==> config.mk <==
export PLATFORM = sky130hd
export DESIGN_NAME = glb_host_dma_flat
export DESIGN_NICKNAME = d
export VERILOG_FILES = /design/src/rtl/glb_host_dma_pkg.sv /design/src/rtl/glb_host_dma_if.sv /design/src/rtl/glb_dma_fifo2.sv /design/src/rtl/glb_host_dma.sv /design/src/flat_wrapper.sv
export SDC_FILE = /design/constraint.sdc
export NUM_CORES = 1
export LEC_CHECK = 0
export ABC_AREA = 1
export ABC_CLOCK_PERIOD_IN_PS = 11050
export CAP_MARGIN = 10
export CORE_MARGIN = 2
export CORE_UTILIZATION = 56
export DETAILED_ROUTE_END_ITERATION = 8
export GPL_TIMING_DRIVEN = 0
export PLACE_DENSITY = 0.86
export REMOVE_ABC_BUFFERS = 1
export SETUP_SLACK_MARGIN = 0.02
export SYNTH_ARGS = -nofsm -noshare
export SYNTH_HDL_FRONTEND = slang
export SYNTH_SLANG_ARGS = --single-unit
==> constraint.sdc <==
create_clock -name clk -period 11.05 [get_ports clk]
set_clock_uncertainty 0.2 [all_clocks]
set_input_delay 1.105 -clock clk [delete_from_list [all_inputs] [get_ports clk]]
set_output_delay 1.105 -clock clk [all_outputs]
set_load 0.005 [all_outputs]
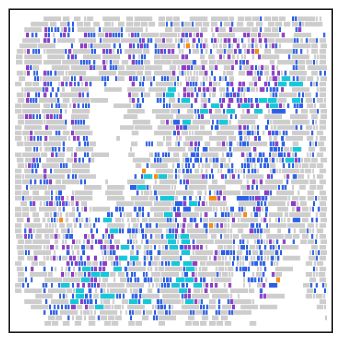
**Above:** run 1 (selected gate families).
Scale: 2 px per um.
Blue stands for NAND gates, cells 769, most used nand2_1, where widely spread. Purple stands for inverting AOI/OAI gates, cells 276, most used o21ai_0, where widely spread. Cyan stands for adder and majority cells, cells 58, most used ha_1. Orange stands for AND and OR gates, cells 9.
fraction of area in multi-input gates: 41.85%
final std cells w/o fill: 2555
most frequent logic cell in the layout: nand2_1

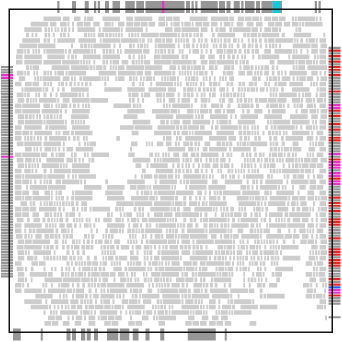
**Above:** run 1 (pin map).
Scale: 2 px per um. Pins as bars across the die edge, other pins in grey.
Magenta stands for `bus_load_words`, pins 16, direction input, edge 12 east, 3 west, 1 north. Blue stands for `bus_job_done`, pins 1, direction output, edge east. Red stands for `bus_in_data`, pins 32, direction input, edge east. Cyan stands for `bus_glb_we`, pins 4, direction output, edge north.
All pins by edge: 96 east, 85 north, 78 west, 49 south.
IO Port Bufs: 299
Die Height: 160.8 um
Die W: 160.8 um

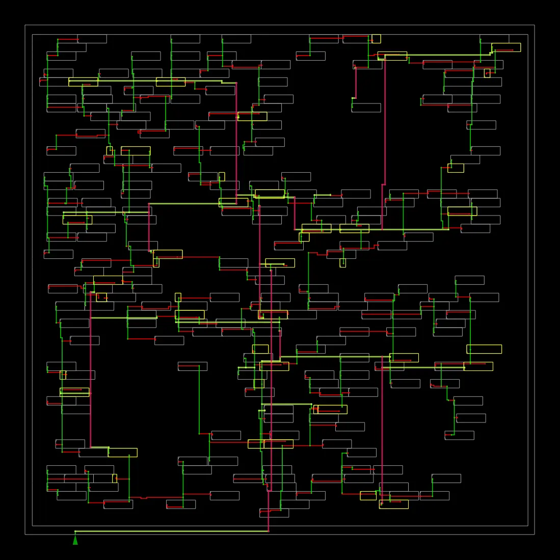
**Above:** run 1 (clock routing).
sequential cells: 212
layout clock buffer count: 31

==> flow_summary.ini, run 1 <==
; implementation run metrics
[cells_and_area]
drive_above_1_share_pct = 3.813
register_area_um2 = 5305
lay_top_cells = nand2_1, clkdlybuf4s50_1, dfrtp_1
nNonClkBuffers = 304
inv_count = 185
final_nets = 2437
combGateArea_um2 = 7432
buffer_area_share_pct = 17.55
multi_input_comb_cells = 1485
seq_share_pct = 29.88
largestClassByArea = multi-input combinational cells
final_area_um2 = 17760
largest_reg_flops = 64
clkCellAreaFrac_pct = 4.432
syn_to_final_growth_pct = 29.03
antenna_cells = 2
fillers = 1912

[floorplan]
ios = 308
taps = 324
fp_util_pct = 56.75
chipArea_um2 = 25850
core_area_um2 = 24250
rows = 57

[outcome]
status = completed

[synthesis]
yosys-stat-area_um2 = 13760
synth.cellmix.compoundShare_pct = 11.51
ys_cells = 1952
yosysTopAreaCell = dfrtp_1
ys_top_cells_by_area = dfrtp_1, nand2_1, o21ai_0
synth_area_um2 = 13760
ys_sh_simple_pct = 32.39
top_cell = nand2_1
synth_largest_type_area_fraction_pct = 38.55
synth_area_per_cell_um2 = 7.050
ys_sh_mux_pct = 0
synth_cell_type_count = 54
ys_ff = 212
async_reset_ff_share_pct = 100.0
yosys_most_used_dff = dfrtp_1
adder_share_pct = 5.437
postSynthSeqShare_pct = 38.55
xor_share_pct = 4.519
top_cells_by_count = nand2_1, dfrtp_1, nor2_1
logic_family = simple AND/OR/NAND/NOR gates
yosys_warnings = 0
edf_count = 0
syn_inst = 1952

[setup_path]
required_ps = 9750
critPathLaunchType = input port
worst_path_max_delay_cell = clkdlybuf4s50_1
end_kind = output port
crit_chain = clkdlybuf4s50_1, nand2_1, inv_1, ha_1, or2_2, fa_1, inv_1, nor2_1, nand3_1, nor3_1, nand2_1, inv_1, nand2_1, nor2_1, clkdlybuf4s50_1
path_buffers = 5
slowest_delay_ps = 540
crit_family = buffers and inverters
crit_fanout = 19
cp.depth = 15
reg2reg_slack_ps = 6850
crit_type = in2out
critPathArrivalTime_ps = 5200
r2r_cells = 15

[global_route]
grt_pass1_wl_mm = 62.91
grt_remaining_overflow = 0
grt_pass1_vias = 13372
grt.total_usage_pct = 29.19
antenna_found_initial = 2
grt_max_degree = 112

[route]
wl_per_cell_um = 14.86
via_count = 13871
dr.pass1.iters = 6
drcViolationCount = 0
routed.top_layer = met4
wl_met1_mm = 15.59
vias_per_cell = 5.429
drtIter0Drc = 1080
drt-total-wl_mm = 37.98
wl_met3_mm = 3.148
ant_nets = 0
dr_wl_met2_mm = 17.73

[power]
power.density_nw_per_um2 = 223.9
vdd_ir_drop_max_uv = 165.0
cellLeakagePower_nw = 8.316

[timing]
fin_setup_tns_ps = 0
rsz0062_at_grt = false
tightest_slew_ps = 1202
relSlewSlack_pct = 19.86
layout_min_cycle_time_ps = 6503
timing.fmax_mhz = 153.8
period_used_pct = 58.85
hold_violations = 0
slew_violations = 0
setup_violations = 0

[min_path]
hold_class = reg2reg
min_path_cells = 2

[clock_network]
cts-resized-gates = 0
cts_tree = done
clock.latency.late_pin_ps = 530
cts-buffers-inserted = 25
clock-root-buffer = clkbuf_16
cts_sinks = 212
cts_buffer_depth = 3
postCtsSetupBuffers = 0
cts_max_level = 1
postCtsHoldBufs = 0
cts.reportedPaths.clkPinSlew_ps = 60

[run]
warnings = 35
drv_cap = 0

[placement]
place_area_um2 = 16940
hpwl_mm = 27.72
place_congestion = 0.9200
-- run 1: per-stage QoR --
step	setup slack (ps)	cells	power (W)	utilization [%]	hold WS [ps]
2_1_floorplan	3951	1882	0.002403	-	252.8
3_3_place_gp	1403	2505	0.003083	69.40	265.0
3_5_place_dp	4684	2509	0.003162	69.85	270.3
4_1_cts	4622	2552	0.003981	73.10	285.2
5_1_grt	4296	2554	0.004285	73.22	302.9
6_report	4547	2555	0.003975	73.23	284.9
-- run 1: where the power goes --
part	internal [W]	leakage (nW)	switching (W)
clock	0.000463	0.394	0.000329
sequential	0.00108	2.72	0.000262
combinational	0.000783	5.21	0.00106
-- run 1: metal layers --
layer,vias to the layer above,track usage (%)
met3,105,6.276
met2,576,48.94
met5,-,0
met4,0,11.77
met1,6408,36.96
li1,6782,-
**Run 1: signal wires on met4**

Scale: 2 px per um.
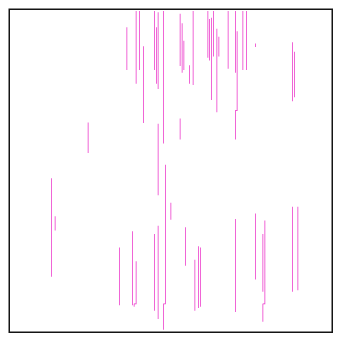

==> run 2, diff against run 1 <==
Settings changed: ABC_CLOCK_PERIOD_IN_PS 11050 to 5350, CORE_UTILIZATION 56 to 47, PLACE_DENSITY 0.86 to 0.76.
Clock period 11.05 ns to 5.35 ns, I/O delays scaled along.
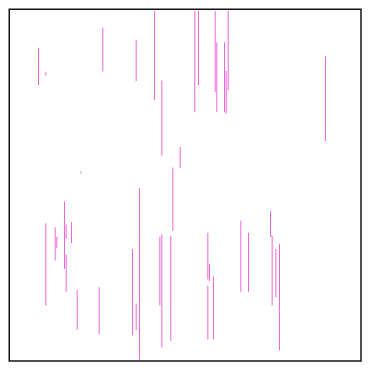
**Above:** run 2 (signal wires on met4).
Scale: 2 px per um.
The layer carries 1220 um of wire. The layer holds 3.2% of the routed length. The wires run mostly vertical.
total number of vias: 13573
final WL: 38.60 mm

==> run 2 against run 1 <==
  * Die area grew 19%
  * Final cell count grew 2.4%
  * First-iteration DRC count shrank 8.9%
  * Largest cell class unchanged
  * Largest power group unchanged
==> flow_summary.ini, run 2 <==
; implementation run metrics
[min_path]
min_path_cells = 2

[power]
power_switching_w = 0.003426
vdd_ir_drop_max_uv = 357.6
p_seq_share_pct = 32.3
p_total_w = 0.008491
pwr-share-clk_pct = 22.6
swShare_pct = 40.34

[placement]
hpwl_mm = 28.08
io_buffer_count = 299
preCtsSetupSlack_ps = 108.3
place_area_um2 = 17020

[cells_and_area]
fin_util_pct = 62.50
fin_cells = 2617
syn_to_final_growth_pct = 30.70
largest_reg_flops = 64
lay_top_count = nand2_1
drive_above_1_share_pct = 4.122

[route]
dr.pass1.iters = 5
drtIter0Drc = 984
dr_wl_met2_mm = 17.95
wl_met1_mm = 16.78
drcViolationCount = 0
vias_per_cell = 5.186
wl_met3_mm = 2.634

[clock_network]
cts-resized-gates = 1
clock.latency.late_pin_ps = 530
cts_buffer_depth = 3
cts-buffers-inserted = 25
cts.reportedPaths.clkPinSlew_ps = 60
postCtsHoldBufs = 0
postCtsSetupBuffers = 0
clock-root-buffer = clkbuf_16
cts_tree = done

[synthesis]
ys_top_cells_by_area = dfrtp_1, nand2_1, o21ai_0
async_reset_ff_share_pct = 100.0
synth_area_um2 = 13760
yosysTopAreaCell = dfrtp_1
logic_family = simple AND/OR/NAND/NOR gates
adder_share_pct = 5.437
postSynthSeqShare_pct = 38.55
ys_ff = 212
syn_inst = 1952
top_cells_by_count = nand2_1, dfrtp_1, nor2_1
edf_count = 0
ys_sh_simple_pct = 32.39
top_cell = nand2_1
yosys_most_used_dff = dfrtp_1
ys_cells = 1952
yosys_warnings = 0

[timing]
fin_setup_tns_ps = 0
tightest_slew_ps = 1193
hold_ws_ps = 282.0
hold_violations = 0
rsz0062_at_grt = false
setup_slack_ps = 334.1
slew_violations = 0
setup_violations = 0
period_used_pct = 93.75

[global_route]
grt_remaining_overflow = 0
grt_max_degree = 126
grt_pass1_vias = 13197
busiest_layer = met2
grt.total_usage_pct = 24.83
antenna_found_initial = 2
met2_usage_pct = 41.32

[floorplan]
die_x_um = 175.1
ios = 308
rows = 62
fp_util_pct = 47.82
die_y_um = 175.1
chipArea_um2 = 30670
core_area_um2 = 28780

[setup_path]
critPathLaunchType = flop
reg2reg_slack_ps = 1590
slowest_delay_ps = 520
cp.depth = 16
r2r_cells = 15
crit_chain = inv_2, nand2_1, nand2_1, inv_1, ha_1, or2_2, fa_1, inv_1, nor2_1, nand3_1, nor3_2, nand2_4, clkinvlp_4, nand2_1, nor2_1, clkdlybuf4s50_1
worst_path_max_delay_cell = clkdlybuf4s50_1
crit_type = reg2out
crit_family = simple AND/OR/NAND/NOR gates
critPathArrivalTime_ps = 4280

[outcome]
status = completed

[run]
warnings = 33
## run 2: final cells by class
cell class | count | area, um2
antenna | 1 | 2.502
clock buffer | 31 | 698.2
clock inverter | 15 | 235.2
fill | 2535 | 10790
inverter | 185 | 710.7
multi-input combinational | 1485 | 7445
sequential | 212 | 5305
tap | 384 | 480.5
timing repair buffer | 304 | 3110
## run 2: power groups by stage
stage                     Combinational (W)  Clock, W  Sequential (W)
after floorplan                     0.00235         0         0.00262
after global placement              0.00366         0         0.00275
after detailed placement            0.00378         0         0.00277
after CTS                           0.00382   0.00195         0.00275
after global routing                0.00435   0.00202         0.00282
final                               0.00383   0.00192         0.00274
Power is estimated from default activity; no workload was simulated.
